<file path="config.mk">
export PLATFORM = sky130hd
export DESIGN_NAME = instruction_fetch
export DESIGN_NICKNAME = d
export VERILOG_FILES = /design/src/rtl/instruction_fetch.sv
export SDC_FILE = /design/constraint.sdc
export NUM_CORES = 1
export LEC_CHECK = 0
export CAP_MARGIN = 15
export CELL_PAD_IN_SITES_DETAIL_PLACEMENT = 0
export CELL_PAD_IN_SITES_GLOBAL_PLACEMENT = 2
export CORE_MARGIN = 2
export CORE_UTILIZATION = 34
export CTS_BUF_LIST = sky130_fd_sc_hd__clkbuf_8
export DETAILED_ROUTE_END_ITERATION = 7
export GPL_TIMING_DRIVEN = 0
export PLACE_DENSITY_LB_ADDON = 0.1
export SETUP_SLACK_MARGIN = 0.1
export SLEW_MARGIN = 20
export SYNTH_ARGS = -nofsm -noshare
export SYNTH_HDL_FRONTEND = slang
export SYNTH_SLANG_ARGS = --single-unit
</file>
<file path="constraint.sdc">
create_clock -name clock -period 8.6 [get_ports clock]
set_input_delay 1.29 -clock clock [delete_from_list [all_inputs] [get_ports clock]]
set_output_delay 1.29 -clock clock [all_outputs]
set_load 0.05 [all_outputs]
</file>
<file path="src/rtl/instruction_fetch.sv">
// instruction_fetch: IF stage holding the PC, fetching over an imem req/ready handshake
// into the IF/ID register, with a one-entry skid buffer for stalls and a drain state for redirects.
module instruction_fetch #(
    parameter logic [63:0] RESET_PC  = 64'h0,
    parameter logic [31:0] NOP_INSTR = 32'hD503201F
) (
    input  logic        clock,
    input  logic        reset,
    input  logic        stall,
    input  logic        PCSrc,
    input  logic [63:0] branch_target,
    output logic        imem_req,
    output logic [63:0] imem_addr,
    input  logic        imem_ready,
    input  logic [31:0] imem_rdata,
    output logic [31:0] instruction,
    output logic [63:0] PC_out,
    output logic [63:0] PC_branch_link_out,
    output logic        if_id_valid
);
    typedef enum logic [1:0] {IDLE, FETCH, DRAIN, HOLD} state_t;
    state_t      state_q, state_d;
    logic [63:0] pc_q, pc_d;
    logic [63:0] tgt_q, tgt_d;
    logic [63:0] skid_pc_q, skid_pc_d;
    logic [31:0] skid_instr_q, skid_instr_d;
    logic        req_q, req_d;
    logic [31:0] instr_q, instr_d;
    logic [63:0] pc_out_q, pc_out_d;
    logic [63:0] link_q, link_d;
    logic        valid_q, valid_d;
    logic        load;
    logic [31:0] load_instr;
    logic [63:0] load_pc;
    always_comb begin
        state_d      = state_q;
        pc_d         = pc_q;
        tgt_d        = tgt_q;
        skid_pc_d    = skid_pc_q;
        skid_instr_d = skid_instr_q;
        req_d        = req_q;
        load         = 1'b0;
        load_instr   = imem_rdata;
        load_pc      = pc_q;
        case (state_q)
            IDLE: begin
                state_d = FETCH;
                req_d   = 1'b1;
            end
            FETCH: begin
                if (imem_ready) begin
                    pc_d = PCSrc ? branch_target : pc_q + 64'd4;
                    if (!PCSrc && stall) begin
                        skid_instr_d = imem_rdata;
                        skid_pc_d    = pc_q;
                        req_d        = 1'b0;
                        state_d      = HOLD;
                    end else begin
                        load = !PCSrc;
                    end
                end else if (PCSrc) begin
                    tgt_d   = branch_target;
                    state_d = DRAIN;
                end
            end
            DRAIN: begin
                // The outstanding request must complete before the new address can be issued.
                tgt_d = PCSrc ? branch_target : tgt_q;
                if (imem_ready) begin
                    pc_d    = PCSrc ? branch_target : tgt_q;
                    state_d = FETCH;
                end
            end
            HOLD: begin
                if (PCSrc) begin
                    pc_d    = branch_target;
                    req_d   = 1'b1;
                    state_d = FETCH;
                end else if (!stall) begin
                    load       = 1'b1;
                    load_instr = skid_instr_q;
                    load_pc    = skid_pc_q;
                    req_d      = 1'b1;
                    state_d    = FETCH;
                end
            end
            default: state_d = IDLE;
        endcase
        instr_d  = PCSrc ? NOP_INSTR : load ? load_instr : instr_q;
        valid_d  = PCSrc ? 1'b0 : stall ? valid_q : load;
        pc_out_d = load ? load_pc : pc_out_q;
        link_d   = load ? load_pc + 64'd4 : link_q;
    end
    always_ff @(posedge clock) begin
        if (!reset) begin
            state_q      <= IDLE;
            pc_q         <= RESET_PC;
            tgt_q        <= '0;
            skid_pc_q    <= '0;
            skid_instr_q <= NOP_INSTR;
            req_q        <= 1'b0;
            instr_q      <= NOP_INSTR;
            pc_out_q     <= '0;
            link_q       <= '0;
            valid_q      <= 1'b0;
        end else begin
            state_q      <= state_d;
            pc_q         <= pc_d;
            tgt_q        <= tgt_d;
            skid_pc_q    <= skid_pc_d;
            skid_instr_q <= skid_instr_d;
            req_q        <= req_d;
            instr_q      <= instr_d;
            pc_out_q     <= pc_out_d;
            link_q       <= link_d;
            valid_q      <= valid_d;
        end
    end
    assign imem_req           = req_q;
    assign imem_addr          = pc_q;
    assign instruction        = instr_q;
    assign PC_out             = pc_out_q;
    assign PC_branch_link_out = link_q;
    assign if_id_valid        = valid_q;
endmodule
</file>
==> flow_summary_export.csv <==
group,metric,value,unit
run_status,status,"finished clean",
synth,ys_seq_elements,386,
placed_design,dp.final_hpwl,68700,um
clock_network,postCtsHoldBufs,0,
synth,topCellsByArea,"dfxtp_1 (41%), nand2_1 (11%), a21oi_1 (7.2%)",
floorplan,fp.dieW,239,um
worst_setup_path,worstSetupStartpointType,"input pin",
placed_design,place.gp.congestion,0.914,
worst_setup_path,arrival,7.73,ns
synth,flop_cell,"dfxtp_1",
synth,ys_cells,2474,
power_and_ir_drop,pwr.group.clock,0.00191,W
power_and_ir_drop,netSwitchingFraction,35.9,%
global_routing,antenna_found_initial,1,
power_and_ir_drop,p_int,0.00333,W
synth,synth-async-reset-ratio,0,%
worst_setup_path,cp_slowest_cell,"nor4_1",
final_timing,fin_crit,7.20,ns
synth,synth_cell_types,73,
final_timing,finalMaxSlewViolations,0,
hold_path,worstHoldPathCells,2,
global_routing,gr-usage-all-layers,29.6,%
worst_setup_path,r2r-end,"PC_branch_link_out[58]$_SDFFE_PN0P_",
global_routing,grt_max_degree,11,
## final cells by class
| cell class | count | area [um2] |
|---|---|---|
| buffer | 229 | 917 |
| fill | 5740 | 30400 |
| tap | 748 | 936 |
| clock buffer | 102 | 1400 |
| multi-input combinational | 1837 | 10100 |
| clock inverter | 26 | 133 |
| sequential | 386 | 7730 |
| antenna | 4 | 10.0 |
| inverter | 22 | 82.6 |
| timing repair buffer | 325 | 3250 |
## sequential cells by signal, summed over array words and instances (netlist names)
register and cells:
skid_instr_q 32, if_id_valid 1, state_q 2, PC_out 64, instruction 32, PC_branch_link_out 62, imem_req 1, tgt_q 64
imem_addr 64, skid_pc_q 64
## cell usage after synthesis, drive strengths merged (3+ instances only)
cell / number
clkbuf: 191
o22ai: 11
ha: 6
or2: 6
nand4: 35
a311oi: 24
nand3: 114
nand2: 543
nor3b: 4
a221o: 12
a22oi: 23
o211ai: 20
nor3: 46
o21a: 3
o41a: 3
o311ai: 8
a22o: 14
xor2: 28
a211oi: 44
inv: 22
o21ai: 150
nor4b: 5
xnor2: 47
a21oi: 270
and2: 5
dfxtp: 386
nand2b: 7
and3: 20
a31oi: 20
nor2b: 5
nor2: 154
or3: 18
mux2: 11
or4: 6
o31ai: 3
a21o: 7
a41oi: 4
a221oi: 19
o221a: 7
mux2i: 70
buf: 38
nor4: 37
a222oi: 3
and4: 8
## stage by stage
step	hold WS (ns)	instance area [um2]
final	0.451	24600
after detailed placement	0.446	23100
after global routing	0.460	24600
after CTS	0.454	24600
after global placement	0.441	23000
after floorplan	0.434	18800
## cell families (layout without fill, tap and decap cells)
| logic type | count (synthesis) | in the layout | share of synthesized area [%] |
|---|---|---|---|
| adders and majority gates | 6 | 6 | 0.399 |
| buffers and inverters | 251 | 704 | 5.31 |
| xor gates and xnor gates | 75 | 75 | 3.49 |
| AOI/OAI and AO/OA | 658 | 658 | 21.4 |
| DFF | 386 | 386 | 41.0 |
| and+or+nand+nor | 1017 | 1017 | 24.0 |
| muxes | 81 | 81 | 4.38 |
| other | 0 | 4 | 0 |
## worst max path at each step
| stage | slack [ns] | from | endpoint |
|---|---|---|---|
| 2_1_floorplan | 3.60 | stall | PC_branch_link_out[54]$_SDFFE_PN0P_ |
| 3_3_place_gp | 0.17 | stall | PC_branch_link_out[60]$_SDFFE_PN0P_ |
| 3_5_place_dp | 0.64 | stall | PC_branch_link_out[58]$_SDFFE_PN0P_ |
| 4_1_cts | 1.35 | stall | PC_branch_link_out[58]$_SDFFE_PN0P_ |
| 5_1_grt | 1.06 | stall | PC_branch_link_out[58]$_SDFFE_PN0P_ |
| 6_report | 1.40 | stall | PC_branch_link_out[58]$_SDFFE_PN0P_ |
## critical path, delay by kind of cell
kind | cells | cell delay (ns)
AOI/OAI and AO/OA | 2 | 0.28
xor gates and xnor gates | 1 | 0.17
adders and majority gates | 1 | 0.32
buffers and inverters | 8 | 3.86
and+or+nand+nor | 5 | 1.79
## layer usage
layer  vias up  global-route usage (%)  wire length [um]
met2       847                    44.7             37700
met1      9751                    43.7             42000
met4         0                    7.90              2020
li1       9569                       -                 -
met3       129                    4.18              5650
met5         -                       0                 0
Figure 1. Met3 routing.
The bar under the picture is 50 um long. Cells faint in the background.
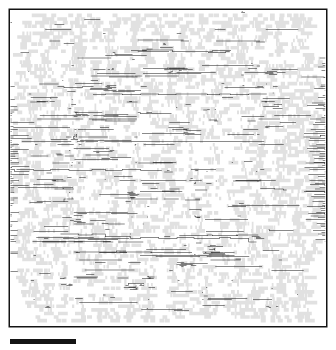
The longest straight run is 121 um. The layer carries 5650 um of wire. The wires run mostly horizontal. 389 nets have wire on it. The layer holds 6.5% of the routed length.
final WL: 87400 um
global routing usage on met3: 4.18%
via count: 20296

Figure 2. The metal 1 layer.
Supply wires on this layer in grey.
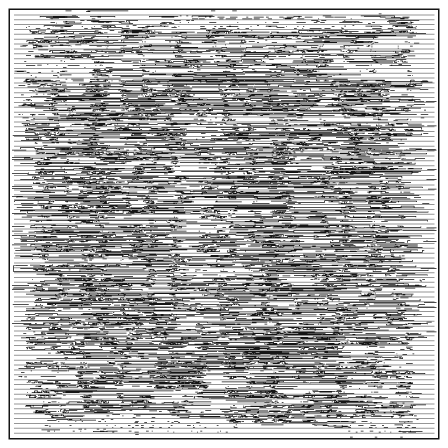
The longest straight run is 129 um. The layer holds 48% of the routed length. 2781 nets have wire on it.
GR met1 Demand/Resource: 43.7%

